## config.mk

```make
export PLATFORM = sky130hd
export DESIGN_NAME = hc112_op_sched
export DESIGN_NICKNAME = d
export VERILOG_FILES = /design/src/rtl/hc112_pkg.sv /design/src/rtl/hc112_rr_arb.sv /design/src/rtl/hc112_op_sched.sv
export SDC_FILE = /design/constraint.sdc
export NUM_CORES = 1
export LEC_CHECK = 0
export CORE_MARGIN = 1.5
export CORE_UTILIZATION = 43
export CTS_CLUSTER_DIAMETER = 120
export DETAILED_ROUTE_END_ITERATION = 10
export HOLD_SLACK_MARGIN = 0.15
export PLACE_DENSITY = 0.69
export SYNTH_ARGS = -nofsm -noshare
export SYNTH_HDL_FRONTEND = slang
export SYNTH_SLANG_ARGS = --single-unit
```

## constraint.sdc

```tcl
create_clock -name Clk -period 1.85 [get_ports Clk]
set_clock_uncertainty 0.1 [all_clocks]
set_input_delay 0.4625 -clock Clk [delete_from_list [all_inputs] [get_ports Clk]]
set_output_delay 0.4625 -clock Clk [all_outputs]
set_load 0.05 [all_outputs]
```

## src/rtl/hc112_pkg.sv

```systemverilog
// Shared types and helpers for the HC112 dual JK flip-flop op scheduler.
package hc112_pkg;

  typedef enum logic [2:0] {
    OP_HOLD    = 3'd0,
    OP_RESET   = 3'd1,
    OP_SET     = 3'd2,
    OP_TOGGLE  = 3'd3,
    OP_APRESET = 3'd4,
    OP_ACLEAR  = 3'd5
  } op_e;

  typedef enum logic [2:0] {
    ST_IDLE,
    ST_SETUP,
    ST_PULSE,
    ST_SETTLE,
    ST_DONE
  } state_e;

  // {J,K} for a clocked op; async ops, HOLD and illegal codes leave J = K = 0
  function automatic logic [1:0] op_to_jk(input logic [2:0] op);
    case (op)
      OP_RESET:  return 2'b01;
      OP_SET:    return 2'b10;
      OP_TOGGLE: return 2'b11;
      default:   return 2'b00;
    endcase
  endfunction

  function automatic logic op_legal(input logic [2:0] op);
    return (op <= 3'(OP_ACLEAR));
  endfunction

endpackage

```

## src/rtl/hc112_rr_arb.sv

```systemverilog
// Two-requester round-robin arbiter; grants are combinational, the
// last-served pointer only moves when a grant is actually taken.
module hc112_rr_arb (
  input  logic i_clk,
  input  logic i_rst_n,
  input  logic i_en,
  input  logic i_req_a,
  input  logic i_req_b,
  output logic o_gnt_a,
  output logic o_gnt_b
);

  logic r_last;  // 0 = A served last, 1 = B served last

  assign o_gnt_a = i_en & i_req_a & (~i_req_b | r_last);
  assign o_gnt_b = i_en & i_req_b & (~i_req_a | ~r_last);

  // Remember who was served so the other side wins the next tie
  always_ff @(posedge i_clk or negedge i_rst_n) begin
    if (!i_rst_n)                r_last <= 1'b1;
    else if (o_gnt_a | o_gnt_b)  r_last <= o_gnt_b;
  end

endmodule

```

## src/rtl/hc112_op_sched.sv

```systemverilog
// Sequences requested operations onto a shared dual JK flip-flop:
// J/K setup, clock or async pulse, settle (J/K hold), then respond.
module hc112_op_sched
  import hc112_pkg::*;
#(
  parameter int SETUP_CYC = 1,
  parameter int PULSE_CYC = 1
) (
  input  logic       Clk,
  input  logic       Rst_n,
  input  logic       req_a,
  input  logic       req_b,
  input  logic [2:0] op_a,
  input  logic [2:0] op_b,
  input  logic       ch_a,
  input  logic       ch_b,
  output logic       gnt_a,
  output logic       gnt_b,
  output logic       rsp_valid,
  output logic       rsp_src,
  output logic       rsp_q,
  output logic       rsp_err,
  output logic       busy,
  output logic [1:0] ff_j,
  output logic [1:0] ff_k,
  output logic [1:0] ff_clk,
  output logic [1:0] ff_sd_n,
  output logic [1:0] ff_rd_n,
  input  logic [1:0] ff_q
);

  localparam logic [7:0] SETUP_LAST = 8'(SETUP_CYC - 1);
  localparam logic [7:0] PULSE_LAST = 8'(PULSE_CYC - 1);

  state_e     r_state;
  logic [7:0] r_cnt;
  logic [2:0] r_op;
  logic       r_ch, r_src;
  logic       r_gnt_a, r_gnt_b, r_rsp_valid, r_rsp_src, r_rsp_q, r_rsp_err, r_busy;
  logic [1:0] r_j, r_k, r_clk, r_sd_n, r_rd_n;

  logic       w_gnt_a, w_gnt_b;
  logic [2:0] w_op;
  logic       w_ch;
  logic [1:0] w_jk;

  hc112_rr_arb u_arb (
    .i_clk   (Clk),
    .i_rst_n (Rst_n),
    .i_en    (r_state == ST_IDLE),
    .i_req_a (req_a),
    .i_req_b (req_b),
    .o_gnt_a (w_gnt_a),
    .o_gnt_b (w_gnt_b)
  );

  assign w_op = w_gnt_b ? op_b : op_a;
  assign w_ch = w_gnt_b ? ch_b : ch_a;
  assign w_jk = op_to_jk(w_op);

  // Operation sequencer; every output is a register set here
  always_ff @(posedge Clk or negedge Rst_n) begin
    if (!Rst_n) begin
      r_state     <= ST_IDLE;
      r_cnt       <= '0;
      r_op        <= '0;
      r_ch        <= 1'b0;
      r_src       <= 1'b0;
      r_gnt_a     <= 1'b0;
      r_gnt_b     <= 1'b0;
      r_rsp_valid <= 1'b0;
      r_rsp_src   <= 1'b0;
      r_rsp_q     <= 1'b0;
      r_rsp_err   <= 1'b0;
      r_busy      <= 1'b0;
      r_j         <= '0;
      r_k         <= '0;
      r_clk       <= '0;
      r_sd_n      <= 2'b11;
      r_rd_n      <= 2'b11;
    end else begin
      r_gnt_a     <= 1'b0;
      r_gnt_b     <= 1'b0;
      r_rsp_valid <= 1'b0;
      case (r_state)
        ST_IDLE: if (w_gnt_a | w_gnt_b) begin
          r_state    <= ST_SETUP;
          r_cnt      <= '0;
          r_busy     <= 1'b1;
          r_gnt_a    <= w_gnt_a;
          r_gnt_b    <= w_gnt_b;
          r_op       <= w_op;
          r_ch       <= w_ch;
          r_src      <= w_gnt_b;
          r_j[w_ch]  <= w_jk[1];
          r_k[w_ch]  <= w_jk[0];
        end
        ST_SETUP: begin
          if (!op_legal(r_op)) begin
            // illegal code: respond with error, pins never leave idle
            r_state     <= ST_DONE;
            r_rsp_valid <= 1'b1;
            r_rsp_src   <= r_src;
            r_rsp_q     <= 1'b0;
            r_rsp_err   <= 1'b1;
          end else if (r_cnt == SETUP_LAST) begin
            r_state <= ST_PULSE;
            r_cnt   <= '0;
            case (r_op)
              OP_APRESET: r_sd_n[r_ch] <= 1'b0;
              OP_ACLEAR:  r_rd_n[r_ch] <= 1'b0;
              default:    r_clk[r_ch]  <= 1'b1;
            endcase
          end else begin
            r_cnt <= r_cnt + 8'd1;
          end
        end
        ST_PULSE: begin
          if (r_cnt == PULSE_LAST) begin
            // falling clk here is the flip-flop's active edge; J/K stay put
            r_state <= ST_SETTLE;
            r_clk   <= '0;
            r_sd_n  <= 2'b11;
            r_rd_n  <= 2'b11;
          end else begin
            r_cnt <= r_cnt + 8'd1;
          end
        end
        ST_SETTLE: begin
          r_state     <= ST_DONE;
          r_rsp_valid <= 1'b1;
          r_rsp_src   <= r_src;
          r_rsp_q     <= ff_q[r_ch];
          r_rsp_err   <= 1'b0;
          r_j         <= '0;
          r_k         <= '0;
        end
        ST_DONE: begin
          r_state <= ST_IDLE;
          r_busy  <= 1'b0;
        end
        default: r_state <= ST_IDLE;
      endcase
    end
  end

  assign gnt_a     = r_gnt_a;
  assign gnt_b     = r_gnt_b;
  assign rsp_valid = r_rsp_valid;
  assign rsp_src   = r_rsp_src;
  assign rsp_q     = r_rsp_q;
  assign rsp_err   = r_rsp_err;
  assign busy      = r_busy;
  assign ff_j      = r_j;
  assign ff_k      = r_k;
  assign ff_clk    = r_clk;
  assign ff_sd_n   = r_sd_n;
  assign ff_rd_n   = r_rd_n;

endmodule

```

==> notes.md, run 1 <==
Physical implementation status

The flow ran to the end, and the final reports show no timing, DRC or antenna violations. The number of buffers on the longest clock path stands at 2. The tightest min-delay check is of the reg2reg type. In the final layout, flip-flops and latches take up 35.0% of the cell area. According to the floorplan report, the die width is 68.3 um.

Walking the worst path, the cells encountered are or3b_1 -> buf_4 -> a21oi_4 -> o21ai_0 -> a31oi_1. The vertical die dimension reported for this design is 68.3 um. After detailed routing, the met3 layer carries 137 um of wire.

The data required time of the worst path stands at 1.96 ns. On met3, the global router reports a usage of 5.10%. The highest clock rate this design can be run at is 554 MHz. The clock H-tree reported by CTS has 2 levels. The internal power stands at 2.19 mW. The share of total power consumed by net switching stands at 45.2%. The chip area stands at 4670 um^2.

The summed instance area of the synthesized netlist stands at 1840 um^2. The transition time at the pin with the least slew margin stands at 0.449 ns. The warning count from the yosys run stands at 0.

The fraction of registers with async set or reset after synthesis stands at 100%. The via count of the first global-routing pass stands at 1644. After synthesis, the cell types taking the most area are dfrtp_1, dfstp_2, mux2i_1. The placer's final routability congestion estimate stands at 0.826. For this run, the slowest stage of the critical path takes 0.48 ns. The instance count on the critical path stands at 5. By count the netlist is led by dfrtp_1, nand2_1, o21ai_0, inv_1.

Combinational logic is responsible for 55.0% of the overall power. Among all cell types in the netlist, the one instantiated most often is dfrtp_1. More flip-flops sit in one register than any other, and that register is r_cnt.

In the final layout, clock buffers and inverters account for 3.11% of the cell area. STA classifies the critical path startpoint as a register. The area share of and/or/nand/nor cells after synthesis stands at 19.5%.
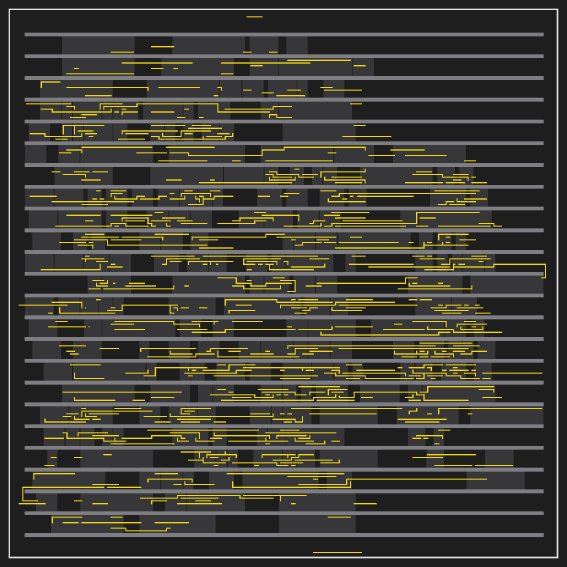
Fig. 1. Metal 1 (run 1).
(8 px per um) Supply wires on this layer in grey. Cells faint in the background.
longest straight run	18.4 um
share of all routed wire	44%
wire length on this layer	1990 um

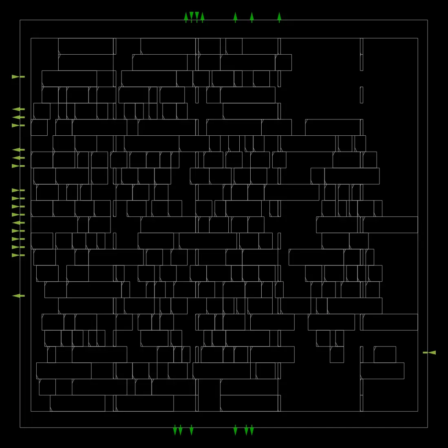
Fig. 2. Cell placement (run 1).
total number of sequential cells: 34
Placement Rows: 23

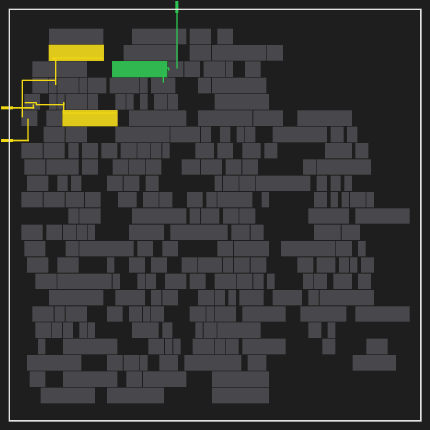
Fig. 3. Nets reached from selected ports (run 1).
(6 px per um)
port	colour	bits	direction	end cells	buffers	wire
rsp_src	green	1	output	1	1	12.1 um
ff_k	yellow	2	output	2	2	52.4 um
top-level I/O count: 31
Port Buf Inserts: 30

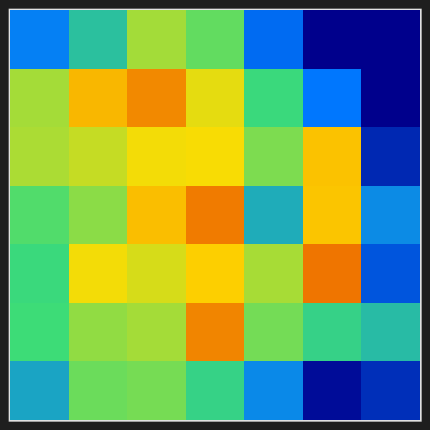
Fig. 4. Local utilization (run 1).
(6 px per um) 7 x 7 tiles, from dark blue (low) to red (high), 0 to 100% covered.
fullest tile	87%
nearly empty tiles	6.1%
tiles over 75% full	18%
mean over tiles	51%
densest ninth of the die	middle
area inside the core boundary: 4060 um^2
starting utilization of the core area: 45.2%

## Run 2: what changed since run 1
Settings changed: CELL_PAD_IN_SITES_DETAIL_PLACEMENT set to 1, CELL_PAD_IN_SITES_GLOBAL_PLACEMENT set to 2, CORE_UTILIZATION 43 to 30, PLACE_DENSITY 0.69 to not set, PLACE_DENSITY_LB_ADDON set to 0.1.
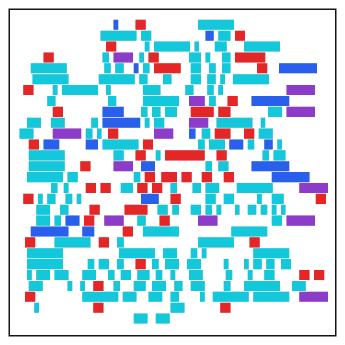
Fig. 5. Cells by drive strength (run 2).
(4 px per um)
size	colour	cells	share
_6 and larger	purple	13	5.4%
_3 and _4 cells	red	49	20%
_2 cells	blue	19	7.9%
_0 and _1 cells	cyan	161	67%
post-route standard cell area excluding fillers: 2580 um^2
Layout area overhead: 40.4%
PnR worst setup slack: 0.0694 ns
layout buffer count excluding clock buffers: 61

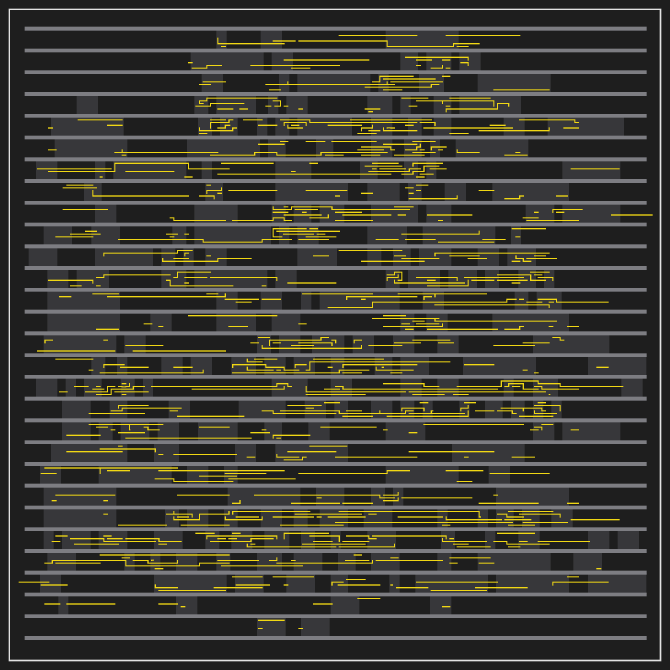
Fig. 6. Metal 1 (run 2).
(8 px per um) Supply wires on this layer in grey. Cells faint in the background.
share of all routed wire	46%
longest straight run	22.1 um

==> run 2 against run 1 <==
  * Sequential share of layout area down 1.6 points
  * Largest power group unchanged
  * Global-route usage shrank 4.6 points
  * Highest routed layer unchanged
  * Final cell count is 12% higher
  * Critical path type unchanged
  * Via count is 1.8% higher
==> notes.md, run 2 <==
Physical implementation status

In this run, CTS created clock tree buffers numbering 5. TritonCTS built the clock tree. Along the critical path, the tally of buffer and inverter instances is 1. For met3 alone, demand over resource in global routing was 3.03%.

The chip area stands at 6600 um^2. The data required time of the worst path stands at 1.96 ns. The number of rows in the core area stands at 28.

The proportion of cell area occupied by registers stands at 33.3%. Note that the worst hold path type here is reg2reg. Per the final layout report, the fraction of cells sized above drive strength 1 comes to 33.5%.

Sorting the synthesized cells by area gives the leading types as dfrtp_1, dfstp_2, mux2i_1. The transition time at the pin with the least slew margin stands at 0.431 ns. The number of antenna violations at the first check in global routing stands at 0.

The average routed wire per standard cell stands at 16.5 um. The die is 81.2 um tall. The sequential group power stands at 1.27 mW. The most common cell in the synthesized netlist is dfrtp_1.

The violation count after the first detailed-routing iteration stands at 54. The warning count from the yosys run stands at 0. The fraction of registers with async set or reset after synthesis stands at 100%.

The proportion of netlist area held by the largest area contributor stands at 39.5%. The area share of and/or/nand/nor cells after synthesis stands at 19.5%. After technology mapping, the gate count stands at 181. The flow ran to the end, and the final reports show no timing, DRC or antenna violations. The total overflow reported by the global router stands at 0.

In this run, placement finished with an instance count of 307. The starting density of the core stands at 31.0%. The core outline area stands at 5920 um^2. The hold violation total from the final report stands at 0. The aggregate negative setup slack stands at 0 ns.

The summed instance area of the synthesized netlist stands at 1840 um^2. The total half-perimeter wirelength after legalization and detailed placement stands at 3.99 mm. The instance count on the critical path stands at 6. The share of total power consumed by net switching stands at 44.7%. The via count of the first global-routing pass stands at 1750. From left edge to right edge, the die measures 81.2 um. In the synthesized netlist, the cells that appear most often are dfrtp_1, nand2_1, o21ai_0, inv_1. The combinational fraction of design power stands at 56.2%.

Ranked by flip-flop count, first place goes to r_cnt. The number of buffers on the longest clock path stands at 2. The cell sequence reported for the critical path is inv_2 -> ha_2 -> nor3b_4 -> and2_4 -> nand3_2 -> o32a_1. The number of levels the H-tree was split into stands at 2.

The buffer_ports step reported a buffer count of 30. Static timing analysis puts the maximum clock frequency at 562 MHz. Clock tree buffers and inverters occupy 3.55% of the routed design's cell area. After its last routability iteration, the placer logged a weighted congestion of 0.753. Per the detail_route log, met3 wirelength is 159 um. The number of sequential cells stands at 34.
## Run 3: what changed since run 2
Settings changed: ABC_CLOCK_PERIOD_IN_PS set to 1850.
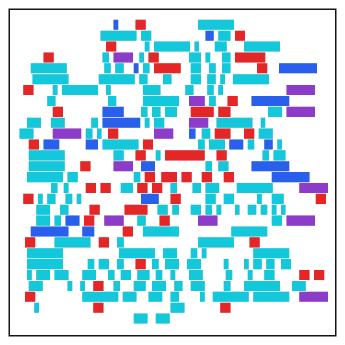
Fig. 7. Cells by drive strength (run 3).
(4 px per um)
size	colour	cells	share
_0 and _1 cells	cyan	161	67%
_3 and _4 cells	red	49	20%
_2 cells	blue	19	7.9%
_6 and larger	purple	13	5.4%

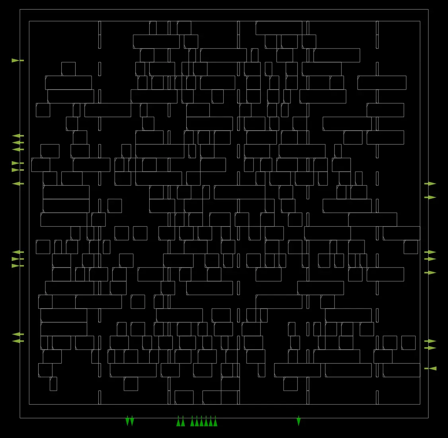
Fig. 8. Cell placement (run 3).
fraction of standard cell area that is sequential: 33.3%
final standard cell utilization of the core: 43.5%
Tap Count: 75
area inside the core boundary: 5920 um^2

==> run 3 against run 2 <==
  * Worst setup slack did not move
  * Clock-buffer cell count did not move
  * Clock power barely moved
  * Core utilization did not move
  * Critical path type unchanged
==> notes.md, run 3 <==
Physical implementation status

The run finished with clean final reports. Adding up every negative setup slack in the final design gives 0 ns. Per the final report, the share of cell area in clock cells is 3.55%. Counting flops with an async set or reset pin after synthesis yields a share of 100%.

The met3 usage stands at 3.03%. The cell count after synthesis stands at 181. The clock passes through at most 2 buffers. The total of buffers placed on input and output ports stands at 30. The number of top-level pins stands at 31. There are 34 flip-flops and latches.

Sorting the synthesis cell report by count puts at the top dfrtp_1. The share of cells above drive strength 1 stands at 33.5%. The highest clock rate this design can be run at is 562 MHz. The via count of the first global-routing pass is 1750.

The largest share of the power goes to combinational cells. RePlAce ended its routability-driven mode at a weighted congestion of 0.753. The share of synthesized area in the top cell type comes to 39.5%. The Yosys step of the flow raised 0 warnings. The data required time of the worst path stands at 1.96 ns. Per the post-run analysis, buffers plus inverters along the critical path come to 1. According to the hold report, the worst path is of the reg2reg type.

The floorplan die width stands at 81.2 um. The transition time at the pin with the least slew margin stands at 0.431 ns. The total overflow reported by the global router stands at 0. The critical path goes through inv_2 -> ha_2 -> nor3b_4 -> and2_4 -> nand3_2 -> o32a_1. The instance count on the critical path stands at 6. The cell-mix breakdown from Yosys lists the simple-gate area share as 19.5%. The die extent in y stands at 81.2 um.

Per the detail_route report, routed wire per instance is 16.5 um. The flow measured a signed area growth from synthesis to layout of 40.4%. The count of placed standard cells including taps stands at 307. Ranked by flip-flop count, first place goes to r_cnt. In the synthesized netlist, the cells that appear most often are dfrtp_1, nand2_1, o21ai_0, inv_1.

The final hold violation count recorded for this run is 0. STA classifies the critical path startpoint as a register. The combinational fraction of design power stands at 56.2%.

The overall die size recorded for this design is 6600 um^2. The sequential group power stands at 1.27 mW. The number of antenna violations at the first check in global routing stands at 0. The share of total power consumed by net switching stands at 44.7%. According to the floorplan log, the row count is 28.

The violation count after the first detailed-routing iteration stands at 54. The number of non-clock buffers in the layout stands at 61. The number of buffers created by CTS stands at 5. The post-route worst setup slack stands at 0.0694 ns.

The internal power stands at 2.32 mW. Among all stages on the critical path, the maximum delay recorded is 0.40 ns. The number of levels the H-tree was split into stands at 2.

TritonCTS built the clock tree.
No activity file was given, so power comes from the tool's default toggle rates.
